### Power grid, run 1

Drawn at 2 px/um. Pins as bars on the die edge.
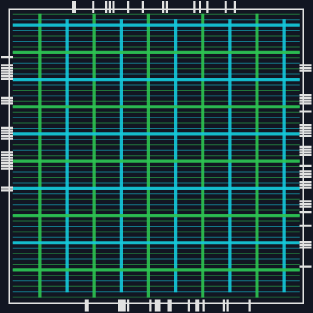
### Placement by cell class, run 1

Drawn at 2 px/um. Fill, decap, tap and diode cells in gray.
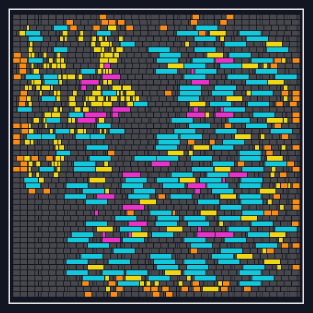
### Clock wires, drivers and flops, run 1

Drawn at 4 px/um.
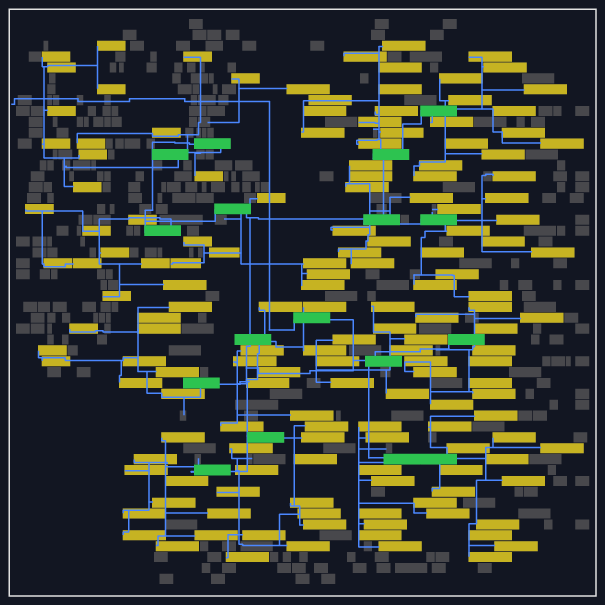
### Routed metal, one color a layer, run 1

Drawn at 2 px/um. Two of the layers only.
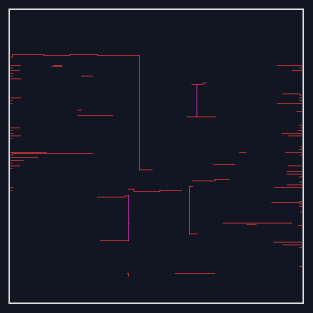
$ cat src/rtl/isa_pkg.sv
// Shared instruction-set definitions: field layout, encode/decode helpers and loader states.
package isa_pkg;
  localparam int INSTR_W = 32;
  localparam int OPC_W   = 4;
  localparam int REG_W   = 5;
  localparam int OFF_W   = 13;

  localparam int OPC_LSB = 0;
  localparam int RD_LSB  = 4;
  localparam int RA_LSB  = 9;
  localparam int RB_LSB  = 14;
  localparam int OFF_LSB = 19;

  typedef enum logic [1:0] {IDLE, LOAD, DRAIN, DONE} load_state_e;

  function automatic logic [INSTR_W-1:0] encode_instr(
    input logic [OPC_W-1:0] opcode,
    input logic [REG_W-1:0] reg_d,
    input logic [REG_W-1:0] reg_a,
    input logic [REG_W-1:0] reg_b,
    input logic [OFF_W-1:0] offset
  );
    return {offset, reg_b, reg_a, reg_d, opcode};
  endfunction

  function automatic logic [OPC_W-1:0] decode_opcode(input logic [INSTR_W-1:0] instr);
    return instr[OPC_LSB +: OPC_W];
  endfunction

  function automatic logic [REG_W-1:0] decode_reg_d(input logic [INSTR_W-1:0] instr);
    return instr[RD_LSB +: REG_W];
  endfunction

  function automatic logic [REG_W-1:0] decode_reg_a(input logic [INSTR_W-1:0] instr);
    return instr[RA_LSB +: REG_W];
  endfunction

  function automatic logic [REG_W-1:0] decode_reg_b(input logic [INSTR_W-1:0] instr);
    return instr[RB_LSB +: REG_W];
  endfunction

  function automatic logic [OFF_W-1:0] decode_offset(input logic [INSTR_W-1:0] instr);
    return instr[OFF_LSB +: OFF_W];
  endfunction
endpackage

$ cat src/rtl/instr_fifo.sv
// Small synchronous FIFO; pointers carry an extra MSB so full and empty are distinguishable.
module instr_fifo #(
  parameter int DEPTH  = 4,
  parameter int DATA_W = 32
) (
  input  logic              clk,
  input  logic              reset,
  input  logic              push,
  input  logic              pop,
  input  logic [DATA_W-1:0] wdata,
  output logic [DATA_W-1:0] rdata,
  output logic              full,
  output logic              empty
);
  localparam int PTR_W = $clog2(DEPTH);

  logic [PTR_W:0]      wr_ptr_q, wr_ptr_d;
  logic [PTR_W:0]      rd_ptr_q, rd_ptr_d;
  logic [DATA_W-1:0]   mem_q [DEPTH];
  logic                do_push, do_pop;

  always_comb begin
    empty    = (wr_ptr_q == rd_ptr_q);
    full     = (wr_ptr_q[PTR_W] != rd_ptr_q[PTR_W]) &&
               (wr_ptr_q[PTR_W-1:0] == rd_ptr_q[PTR_W-1:0]);
    do_push  = push && !full;
    do_pop   = pop && !empty;
    wr_ptr_d = do_push ? wr_ptr_q + 1'b1 : wr_ptr_q;
    rd_ptr_d = do_pop ? rd_ptr_q + 1'b1 : rd_ptr_q;
  end

  always_ff @(posedge clk) begin
    if (reset) begin
      wr_ptr_q <= '0;
      rd_ptr_q <= '0;
    end else begin
      wr_ptr_q <= wr_ptr_d;
      rd_ptr_q <= rd_ptr_d;
    end
  end

  // Storage is not reset; the pointers alone define what is valid.
  always_ff @(posedge clk) begin
    if (do_push) mem_q[wr_ptr_q[PTR_W-1:0]] <= wdata;
  end

  assign rdata = mem_q[rd_ptr_q[PTR_W-1:0]];
endmodule

$ cat src/rtl/instr_encode_loader.sv
// Packs incoming instruction fields into words and streams them to consecutive
// instruction-memory addresses through a small FIFO.
module instr_encode_loader
  import isa_pkg::*;
#(
  parameter int DEPTH     = 4,
  parameter int ADDR_W    = 8,
  parameter int BASE_ADDR = 0
) (
  input  logic              clk,
  input  logic              reset,
  input  logic              start,
  input  logic              in_valid,
  output logic              in_ready,
  input  logic [OPC_W-1:0]  in_opcode,
  input  logic [REG_W-1:0]  in_reg_d,
  input  logic [REG_W-1:0]  in_reg_a,
  input  logic [REG_W-1:0]  in_reg_b,
  input  logic [OFF_W-1:0]  in_offset,
  input  logic              in_last,
  output logic              mem_we,
  output logic [ADDR_W-1:0] mem_addr,
  output logic [31:0]       mem_wdata,
  input  logic              mem_ready,
  output logic              busy,
  output logic              done,
  output logic [ADDR_W:0]   count,
  output logic              overflow_err
);
  localparam logic [ADDR_W-1:0] BASE_A = ADDR_W'(BASE_ADDR);

  load_state_e         state_q, state_d;
  logic [ADDR_W-1:0]   addr_q, addr_d;
  logic [ADDR_W:0]     count_q, count_d;
  logic                ovf_q, ovf_d;
  logic                fifo_push, fifo_pop, fifo_full, fifo_empty;
  logic [INSTR_W-1:0]  fifo_rdata;

  instr_fifo #(.DEPTH(DEPTH), .DATA_W(INSTR_W)) u_fifo (
    .clk   (clk),
    .reset (reset),
    .push  (fifo_push),
    .pop   (fifo_pop),
    .wdata (encode_instr(in_opcode, in_reg_d, in_reg_a, in_reg_b, in_offset)),
    .rdata (fifo_rdata),
    .full  (fifo_full),
    .empty (fifo_empty)
  );

  always_comb begin
    state_d   = state_q;
    addr_d    = addr_q;
    count_d   = count_q;
    ovf_d     = ovf_q;
    in_ready  = 1'b0;
    fifo_push = 1'b0;
    done      = 1'b0;
    busy      = (state_q == LOAD) || (state_q == DRAIN);
    mem_we    = busy && !fifo_empty;
    fifo_pop  = mem_we && mem_ready;

    if (fifo_pop) begin
      addr_d  = addr_q + 1'b1;
      count_d = count_q + 1'b1;
      if (addr_q == '1) ovf_d = 1'b1;
    end

    unique case (state_q)
      IDLE: begin
        if (start) begin
          state_d = LOAD;
          addr_d  = BASE_A;
          count_d = '0;
          ovf_d   = 1'b0;
        end
      end
      LOAD: begin
        in_ready  = !fifo_full;
        fifo_push = in_valid && in_ready;
        if (fifo_push && in_last) state_d = DRAIN;
      end
      // Empty is registered, so DONE always follows the cycle after the last pop.
      DRAIN: begin
        if (fifo_empty) state_d = DONE;
      end
      DONE: begin
        done    = 1'b1;
        state_d = IDLE;
      end
      default: state_d = IDLE;
    endcase
  end

  always_ff @(posedge clk) begin
    if (reset) begin
      state_q <= IDLE;
      addr_q  <= BASE_A;
      count_q <= '0;
      ovf_q   <= 1'b0;
    end else begin
      state_q <= state_d;
      addr_q  <= addr_d;
      count_q <= count_d;
      ovf_q   <= ovf_d;
    end
  end

  assign mem_addr     = addr_q;
  assign mem_wdata    = mem_we ? fifo_rdata : '0;
  assign count        = count_q;
  assign overflow_err = ovf_q;
endmodule

$ cat config.mk
export PLATFORM = sky130hd
export DESIGN_NAME = instr_encode_loader
export DESIGN_NICKNAME = d
export VERILOG_FILES = /design/src/rtl/isa_pkg.sv /design/src/rtl/instr_fifo.sv /design/src/rtl/instr_encode_loader.sv
export SDC_FILE = /design/constraint.sdc
export NUM_CORES = 1
export LEC_CHECK = 0
export CORE_UTILIZATION = 30
export DETAILED_ROUTE_END_ITERATION = 6
export PLACE_DENSITY = 0.46
export RECOVER_POWER = 100
export SYNTH_ARGS = -nofsm -noshare
export SYNTH_HDL_FRONTEND = slang
export SYNTH_SLANG_ARGS = --single-unit
$ cat constraint.sdc
create_clock -name clk -period 5.7 [get_ports clk]
set_input_delay 0.855 -clock clk [delete_from_list [all_inputs] [get_ports clk]]
set_output_delay 0.855 -clock clk [all_outputs]
set_load 0.01 [all_outputs]
==> results.ini, run 1 <==
[finish]
register_area_sq_mm = 0.00441
area_growth_pct = 28.0
fillers = 1945
final_layout_size_suffix_gt1_frac = 0.140
clkCellAreaFrac = 0.0695
buffer_area_frac = 0.115
combGateArea_sq_mm = 0.00174
sh_comb_area = 0.217
num-nets-final = 511
finalNonFillerCells = 744
largest_reg_flops = 128
comb.multi_input.count = 183
num_antenna_cells = 1
final_common_cell = edfxtp_1
seq_share = 0.551
design_area_sq_mm = 0.00800
largest_class = registers
ff_count = 156
fin_util = 0.394
nNonClkBuffers = 93

[hold_path]
holdPathStages = 1
holdPathEnd = overflow_err$_SDFF_PP0_
hp-start = overflow_err$_SDFF_PP0_
hold_path.class = reg -> reg

[synthesis]
syn_nets = 413
yosys-top-cells-count = 128 x edfxtp_1, 33 x nor2b_1, 32 x mux4_2
top_cell = edfxtp_1
syn_area_sq_mm = 0.00625
yosys-stat-area_sq_mm = 0.00625
avgSynthCellArea_sq_um = 17.2
area_leaders = edfxtp_1 62%, mux4_2 12%, dfxtp_1 9.0%
synth.distinct_cells = 35
ff_type = edfxtp_1
postSynthCellCount = 363
ys_sh_simple = 0.0761
ys_sh_adder = 0.0240
top_cell_area_share = 0.615
synth.yosys.num_cells = 363
synth_warnings = 0
synth_seq_share = 0.705
synthAoiAreaFrac = 0.0373
async_flop_share = 0
mux_share = 0.125
synthTopLogicFamily = multiplexers
top_area_cell = edfxtp_1
edf_count = 128

[drt]
drtIter0Drc = 163
wl_per_cell_um = 17.3
totalWireLength_mm = 12.9
wl_met1_mm = 6.00
met3_length_um = 577
drc_errors = 0
ant_nets = 0
vias = 3455
first_pass_iters = 4
met2_length_mm = 6.16
viasPerCell = 4.64

[setup_path]
endpoint_kind = output pin
cp.depth = 5
regToRegSetupSlack_ns = 2.05
cpPeakStageDelay_ns = 1.22
worstPathCellList = xnor2_1 > and3_1 > nand2b_1 > nor2b_1 > dlygate4sd3_1
cp_top_family = simple AND/OR/NAND/NOR gates
crit_slowest_cell = nand2b_1
regToRegEndpoint = u_fifo.mem_q[3][23]$_DFFE_PP_
critPathMaxFanout = 33
startpoint_type = register
endpoint = mem_wdata[23]
worstReg2RegStart = u_fifo.wr_ptr_q[1]$_SDFFE_PP0N_

[clock_tree]
cts-resized-gates = 0
tritoncts = built
insertion_delay_ns = 0.42
postCtsHoldBufs = 0
post_cts_buffers = 0
clkSlewWorstSetupHoldPaths_ns = 0.06
clock-sinks = 156
cts_buffers = 17
htreeDepth = 4
clock-root-buffer = clkbuf_16

[placement]
io_buffer_count = 91
dpl_cell_area_sq_mm = 0.00747
pre_cts_slack_ns = 1.93
gp_congestion = 0.705
hpwl_mm = 7.70

[pwr]
pwr-share-clk = 0.385
peakVddDrop_v = 0.000195
p_int_mw = 2.12
power.density_mw_per_mm2 = 349
power_clock_mw = 1.07
comb_power_share = 0.138
maxPowerGroup = registers
p_sw_frac = 0.239
pg_comb_uw = 384
switching_power_uw = 667
p_seq_frac = 0.478

[grt]
grt_max_degree = 34
grt_pass1_vias = 3583
globalRouteTotalUtil = 0.128
use_met2 = 0.203
grt_use_met3 = 0.0394
grt-ovfl-total = 0
antenna_found_initial = 1
grt_pass1_wl_mm = 20.4

[floorplanning]
taps = 270
die_x_um = 146
chipArea_sq_mm = 0.0214
initial_core_util = 0.308
dieHeight_um = 146
io_pins = 92
num_rows = 52

[sta]
fin_skew_ns = 0.0150
fin_hold_ws_ns = 0.462
grt_setup_unrepaired = no
setup_viol = 0
layout_setup_ws_ns = 1.07
worstMarginPinSlew_ns = 2.65
fin_crit_ns = 4.63
hold_violations = 0
drv_slew = 149
slew-limit-headroom = -0.767
fin_crit_sh = 0.812

[run]
warnings = 33
max_cap_violations = 5

[outcome]
outcome = finished, violations left
violations = capacitance limit, slew limit

About 'Power grid':
- VDD: cyan
- VSS: green
- signal pins: 92
- met5 straps: 10
- met1 rails: 53
- met4 straps: 10

About 'Placement by cell class':
- clock drivers and dummy loads: magenta (cells 31)
- flip-flops: cyan (cells 156)
- all other logic: yellow (cells 193)
- other buffers and delay cells: orange (cells 93)

About 'Clock wires, drivers and flops':
- flip-flops: yellow (count 156)
- cells driving clock nets: green (count 17)
- clock wires: blue (length 2000 um)
- routed clock nets: 18
- flops lie: all over the die

About 'Routed metal, one color a layer':
- met4: magenta (wire length 120 um)
- met3: red (wire length 577 um)

## Run 2: what changed since run 1
--- a/config.mk
+++ b/config.mk
@@ -7,7 +7,7 @@
 export LEC_CHECK = 0
 export CORE_UTILIZATION = 30
 export DETAILED_ROUTE_END_ITERATION = 6
-export PLACE_DENSITY = 0.46
+export PLACE_DENSITY = 0.48
 export RECOVER_POWER = 100
 export SYNTH_ARGS = -nofsm -noshare
 export SYNTH_HDL_FRONTEND = slang
==> constraint.sdc (replaced) <==
create_clock -name clk -period 4.1 [get_ports clk]
set_input_delay 0.615 -clock clk [delete_from_list [all_inputs] [get_ports clk]]
set_output_delay 0.615 -clock clk [all_outputs]
set_load 0.01 [all_outputs]
==> run 2 against run 1 <==
  * The flow still finishes with violations (capacitance limit, slew limit)
  * Non-clock buffer count grew 5
  * Worst setup slack lost 0.69 ns
  * Critical path type unchanged
  * Critical endpoint is now mem_wdata[22]
  * Core utilization grew 0.37 points
  * Cell area grew 0.94%
  * Clock-buffer cell count is the same
  * Largest cell class unchanged
==> results.ini, run 2 <==
[setup_path]
endpoint_kind = output pin
critPathMaxFanout = 20  ; -39%
worstPathRequired_ns = 3.48
r2r.worst_path.cells = 6
cp.arrival_ns = 3.10
startpoint_type = register
endpoint = mem_wdata[22]
cpPeakStageDelay_ns = 0.60  ; -0.62 ns
worstPathCellList = xnor2_2 > and3_1 > nand2b_2 > buf_4 > nor2b_1 > dlygate4sd3_1
cp-startpoint = u_fifo.wr_ptr_q[0]$_SDFFE_PP0N_
cp.depth = 6  ; +1
regToRegEndpoint = u_fifo.mem_q[2][6]$_DFFE_PP_
crit_slowest_cell = dlygate4sd3_1
worstReg2RegStart = state_q[1]$_SDFFE_PP0P_
critPathBufInv = 2
regToRegSetupSlack_ns = 0.74  ; -1.31 ns
cp_top_family = simple AND/OR/NAND/NOR gates

[run]
max_cap_violations = 2  ; -3
warnings = 33  ; unchanged

[sta]
slew-limit-headroom = -0.575  ; +0.193
fin_crit_ns = 3.72
fin_skew_ns = 0.0110  ; -0.00404 ns
fin_hold_ws_ns = 0.465  ; +0.00296 ns
setup_viol = 0  ; unchanged
fin_crit_sh = 0.907
hold_violations = 0  ; unchanged
worstMarginPinSlew_ns = 2.36  ; -0.287 ns
grt_setup_unrepaired = no
fin_tns_setup_ns = 0
layout_setup_ws_ns = 0.383  ; -0.687 ns
timing.fmax_ghz = 0.269
drv_slew = 67  ; -55%

[synthesis]
synth_warnings = 0  ; unchanged
top_area_cell = edfxtp_1
edf_count = 128  ; unchanged
top_cell = edfxtp_1
ys_ff = 156
synthTopLogicFamily = multiplexers
yosys-stat-area_sq_mm = 0.00625  ; unchanged
avgSynthCellArea_sq_um = 17.2  ; unchanged
yosys-top-cells-count = 128 x edfxtp_1, 33 x nor2b_1, 32 x mux4_2
syn_nets = 413  ; unchanged
ys_sh_simple = 0.0761  ; unchanged
mux_share = 0.125  ; unchanged
synth_seq_share = 0.705  ; unchanged
top_cell_area_share = 0.615  ; unchanged
area_leaders = edfxtp_1 62%, mux4_2 12%, dfxtp_1 9.0%
synth.distinct_cells = 35  ; unchanged
ys_sh_adder = 0.0240  ; unchanged
async_flop_share = 0  ; unchanged
ff_type = edfxtp_1
synthAoiAreaFrac = 0.0373  ; unchanged
syn_area_sq_mm = 0.00625  ; unchanged
postSynthCellCount = 363  ; unchanged
synth.yosys.num_cells = 363  ; unchanged
yosys.area_share.xor_xnor = 0.0166

[finish]
area_growth_pct = 29.2
comb.multi_input.count = 183  ; unchanged
ff_count = 156  ; unchanged
nNonClkBuffers = 98  ; +5.4%
final.clkbuf_count = 18
largest_reg_flops = 128  ; unchanged
lay_top_cells = 128 x edfxtp_1, 79 x dlygate4sd3_1, 33 x nor2b_1
clkCellAreaFrac = 0.0713  ; +0.00183
final_common_cell = edfxtp_1
largest_class = registers
sh_comb_area = 0.218  ; +0.00124
combGateArea_sq_mm = 0.00176  ; +1.5%
num-nets-final = 516  ; +0.98%
register_area_sq_mm = 0.00441  ; unchanged
num_antenna_cells = 1  ; unchanged
buffer_area_frac = 0.118  ; +0.00249
seq_share = 0.546  ; -0.00512
design_area_sq_mm = 0.00807  ; +0.94%
final_layout_size_suffix_gt1_frac = 0.163  ; +0.0233
fin_util = 0.398  ; +0.00370
num-nonclk-inverters = 10

[floorplanning]
chipArea_sq_mm = 0.0214  ; unchanged
io_pins = 92  ; unchanged
dieHeight_um = 146  ; unchanged
num_rows = 52  ; unchanged
initial_core_util = 0.308  ; unchanged
die_x_um = 146  ; unchanged

[grt]
grt_use_met3 = 0.0428  ; +0.00344
grt_max_degree = 34  ; unchanged
globalRouteTotalUtil = 0.128  ; -0.000389
grt_pass1_vias = 3695  ; +3.1%
grt_pass1_wl_mm = 20.1  ; -1.6%
use_met2 = 0.214  ; +0.0105
grt-ovfl-total = 0  ; unchanged
grtUsageMet1 = 0.151
antenna_found_initial = 1  ; unchanged
top_usage_layer = met2

[clock_tree]
clock-sinks = 156  ; unchanged
post_cts_buffers = 0  ; unchanged
postCtsHoldBufs = 0  ; unchanged
insertion_delay_ns = 0.42  ; about the same
clockBufferDepth = 2
tritoncts = built
clock-root-buffer = clkbuf_16
htreeDepth = 4  ; unchanged
cts-resized-gates = 0  ; unchanged
cts_buffers = 17  ; unchanged
clkSlewWorstSetupHoldPaths_ns = 0.07  ; about the same

[pwr]
p_sw_frac = 0.251  ; +0.0116
p_int_mw = 2.92  ; +38%
power_clock_mw = 1.51  ; +41%
power.density_mw_per_mm2 = 483  ; +39%
switching_power_uw = 978  ; +47%
peakVddDrop_v = 0.000281  ; +44%
power.leakage_nw = 2.66
comb_power_share = 0.142  ; +0.004
power_sequential_mw = 1.83
maxPowerGroup = registers
pg_comb_uw = 556  ; +45%
pwr-share-clk = 0.388  ; +0.003
p_seq_frac = 0.470  ; -0.008

[outcome]
violations = capacitance limit, slew limit
outcome = finished, violations left

[placement]
gp_congestion = 0.704  ; about the same
io_buffer_count = 91  ; unchanged
dpl_cell_area_sq_mm = 0.00751  ; +0.50%
pre_cts_slack_ns = 0.608  ; -1.32 ns
hpwl_mm = 8.04  ; +4.4%

[hold_path]
hp-start = overflow_err$_SDFF_PP0_
holdPathStages = 1  ; unchanged
hold_path.class = reg -> reg
holdPathEnd = overflow_err$_SDFF_PP0_

[drt]
drtIter0Drc = 186  ; +14%
top_layer_used = met4
totalWireLength_mm = 12.9  ; about the same
drc_errors = 0  ; unchanged
ant_nets = 0  ; unchanged
met2_length_mm = 6.37  ; +3.4%
vias = 3456  ; +0.029%
first_pass_iters = 4  ; unchanged
met3_length_um = 677  ; +17%
wl_per_cell_um = 17.1  ; -0.82%
viasPerCell = 4.61  ; -0.77%
wl_met1_mm = 5.59  ; -6.9%

### Placement by cell class, run 2

Drawn at 2 px/um. Fill, decap, tap and diode cells in gray.
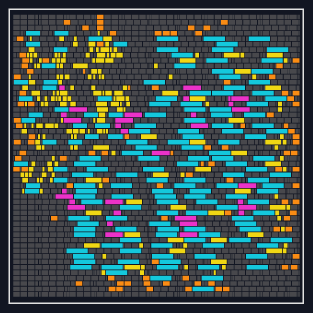
- flip-flops: cyan (cells 156)
- other buffers and delay cells: orange (cells 98)
- clock drivers and dummy loads: magenta (cells 32)
- all other logic: yellow (cells 193)

### Placed standard cells, run 2

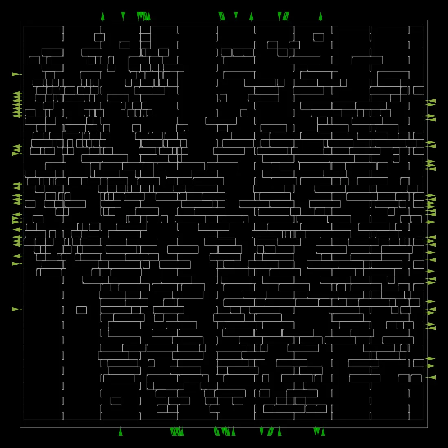
number of fill cells: 1893
Core ar.: 0.0203 sq mm
Tap Count: 270
Post-Layout Cell Count: 750

### Routed metal, one color a layer, run 2

Drawn at 2 px/um. Two of the layers only.
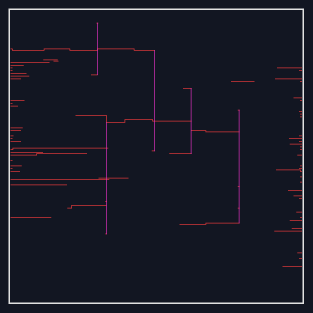
- met4: magenta (wire length 221 um)
- met3: red (wire length 678 um)

## Run 3: what changed since run 2
--- a/config.mk
+++ b/config.mk
@@ -7,6 +7,7 @@
 export LEC_CHECK = 0
 export CORE_UTILIZATION = 30
 export DETAILED_ROUTE_END_ITERATION = 6
+export GPL_ROUTABILITY_DRIVEN = 1
 export PLACE_DENSITY = 0.48
 export RECOVER_POWER = 100
 export SYNTH_ARGS = -nofsm -noshare
==> run 3 against run 2 <==
  * The flow still finishes with violations (capacitance limit, slew limit)
  * Cell count is the same
  * Worst setup slack unchanged
  * Total power did not move
  * Critical path type unchanged
  * Highest routed layer unchanged
==> results.ini, run 3 <==
[outcome]
outcome = finished, violations left
violations = capacitance limit, slew limit

[sta]
hold_violations = 0  ; unchanged
timing.fmax_ghz = 0.269  ; unchanged
fin_crit_ns = 3.72  ; unchanged
grt_setup_unrepaired = no
drv_slew = 67  ; unchanged
fin_hold_ws_ns = 0.465  ; unchanged
fin_crit_sh = 0.907  ; unchanged
setup_viol = 0  ; unchanged
layout_setup_ws_ns = 0.383  ; unchanged
fin_skew_ns = 0.0110  ; unchanged

[finish]
design_area_sq_mm = 0.00807  ; unchanged
nNonClkBuffers = 98  ; unchanged
fillers = 1893  ; unchanged
largest_class = registers
final_layout_size_suffix_gt1_frac = 0.163  ; unchanged
area_growth_pct = 29.2  ; unchanged
sh_comb_area = 0.218  ; unchanged
buffer_area_frac = 0.118  ; unchanged
finalNonFillerCells = 750  ; unchanged
num-nonclk-inverters = 10  ; unchanged
clkCellAreaFrac = 0.0713  ; unchanged
lay_top_cells = 128 x edfxtp_1, 79 x dlygate4sd3_1, 33 x nor2b_1
num-nets-final = 516  ; unchanged
combGateArea_sq_mm = 0.00176  ; unchanged
seq_share = 0.546  ; unchanged
comb.multi_input.count = 183  ; unchanged

[clock_tree]
cts_buffers = 17  ; unchanged
clkSlewWorstSetupHoldPaths_ns = 0.07  ; about the same
clock-root-buffer = clkbuf_16
insertion_delay_ns = 0.42  ; about the same
tritoncts = built
cts-resized-gates = 0  ; unchanged

[placement]
dpl_cell_area_sq_mm = 0.00751  ; unchanged
io_buffer_count = 91  ; unchanged
pre_cts_slack_ns = 0.608  ; unchanged

[synthesis]
top_cell_area_share = 0.615  ; unchanged
synth_seq_share = 0.705  ; unchanged
synth_warnings = 0  ; unchanged
yosys-top-cells-count = 128 x edfxtp_1, 33 x nor2b_1, 32 x mux4_2
synthTopLogicFamily = multiplexers
synthAoiAreaFrac = 0.0373  ; unchanged
top_cell = edfxtp_1
area_leaders = edfxtp_1 62%, mux4_2 12%, dfxtp_1 9.0%
yosys.area_share.xor_xnor = 0.0166  ; unchanged
async_flop_share = 0  ; unchanged
postSynthCellCount = 363  ; unchanged
ff_type = edfxtp_1
top_area_cell = edfxtp_1
syn_nets = 413  ; unchanged
synth.yosys.num_cells = 363  ; unchanged
ys_ff = 156  ; unchanged
synth.distinct_cells = 35  ; unchanged

[drt]
first_pass_iters = 4  ; unchanged
top_layer_used = met4
drc_errors = 0  ; unchanged
wl_per_cell_um = 17.1  ; unchanged
drtIter0Drc = 186  ; unchanged
vias = 3456  ; unchanged
wl_met1_mm = 5.59  ; unchanged
met2_length_mm = 6.37  ; unchanged
met3_length_um = 677  ; unchanged
viasPerCell = 4.61  ; unchanged

[floorplanning]
initial_core_util = 0.308  ; unchanged
taps = 270  ; unchanged
num_rows = 52  ; unchanged
core_sq_mm = 0.0203  ; unchanged
io_pins = 92  ; unchanged
dieHeight_um = 146  ; unchanged

[grt]
grt_pass1_vias = 3695  ; unchanged
use_met2 = 0.214  ; unchanged
antenna_found_initial = 1  ; unchanged
grt_use_met3 = 0.0428  ; unchanged
grt_max_degree = 34  ; unchanged
globalRouteTotalUtil = 0.128  ; unchanged
grt_pass1_wl_mm = 20.1  ; unchanged

[pwr]
comb_power_share = 0.142  ; about the same
pwr-share-clk = 0.388  ; about the same
p_int_mw = 2.92  ; unchanged
peakVddDrop_v = 0.000281  ; unchanged
switching_power_uw = 978  ; unchanged
pg_comb_uw = 556  ; about the same
power_sequential_mw = 1.83  ; about the same
power.density_mw_per_mm2 = 483  ; unchanged
power.leakage_nw = 2.66  ; unchanged
p_sw_frac = 0.251  ; unchanged
power_clock_mw = 1.51  ; about the same
maxPowerGroup = registers

[setup_path]
endpoint = mem_wdata[22]
critPathMaxFanout = 20  ; unchanged
startpoint_type = register
cpPeakStageDelay_ns = 0.60  ; about the same
endpoint_kind = output pin
critPathBufInv = 2  ; unchanged
worstReg2RegStart = state_q[1]$_SDFFE_PP0P_
r2r.worst_path.cells = 6  ; unchanged
cp-startpoint = u_fifo.wr_ptr_q[0]$_SDFFE_PP0N_
cp_top_family = simple AND/OR/NAND/NOR gates
cp.arrival_ns = 3.10  ; about the same
regToRegSetupSlack_ns = 0.74  ; about the same
regToRegEndpoint = u_fifo.mem_q[2][6]$_DFFE_PP_
cp.depth = 6  ; unchanged
crit_slowest_cell = dlygate4sd3_1

[hold_path]
holdPathStages = 1  ; unchanged
holdPathEnd = overflow_err$_SDFF_PP0_

[run]
max_cap_violations = 2  ; unchanged

### Routed metal, one color a layer, run 3

Drawn at 2 px/um. Two of the layers only.
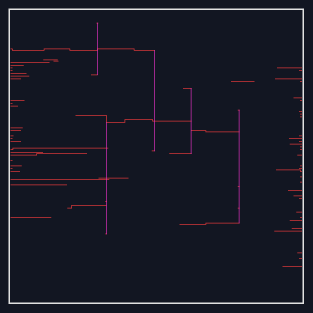
- met3: red (wire length 678 um)
- met4: magenta (wire length 221 um)

### Power grid, run 3

Drawn at 2 px/um. Pins as bars on the die edge.
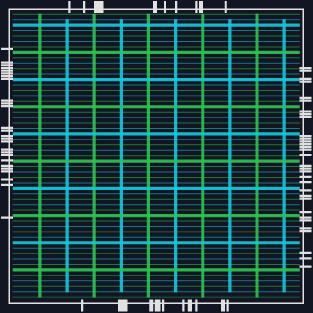
- VSS: green
- VDD: cyan
- met4 straps: 10
- signal pins: 92

### Clock wires, drivers and flops, run 3

Drawn at 4 px/um.
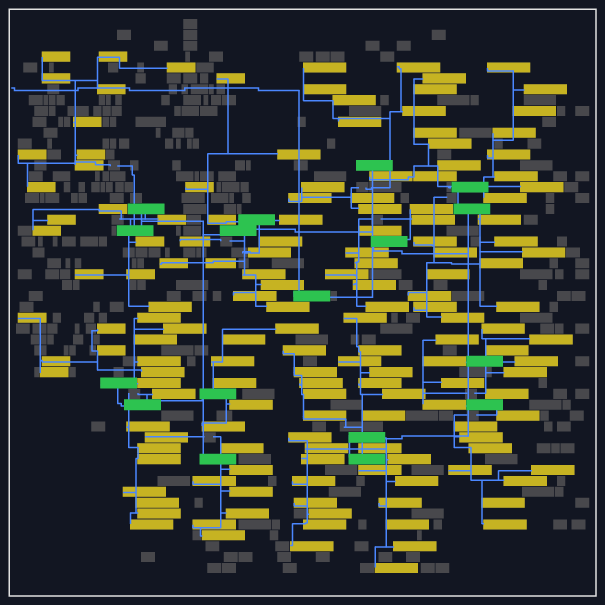
- clock wires: blue (length 1850 um)
- flip-flops: yellow (count 156)
- cells driving clock nets: green (count 17)
- routed clock nets: 18

Power and IR drop assume default switching activity.
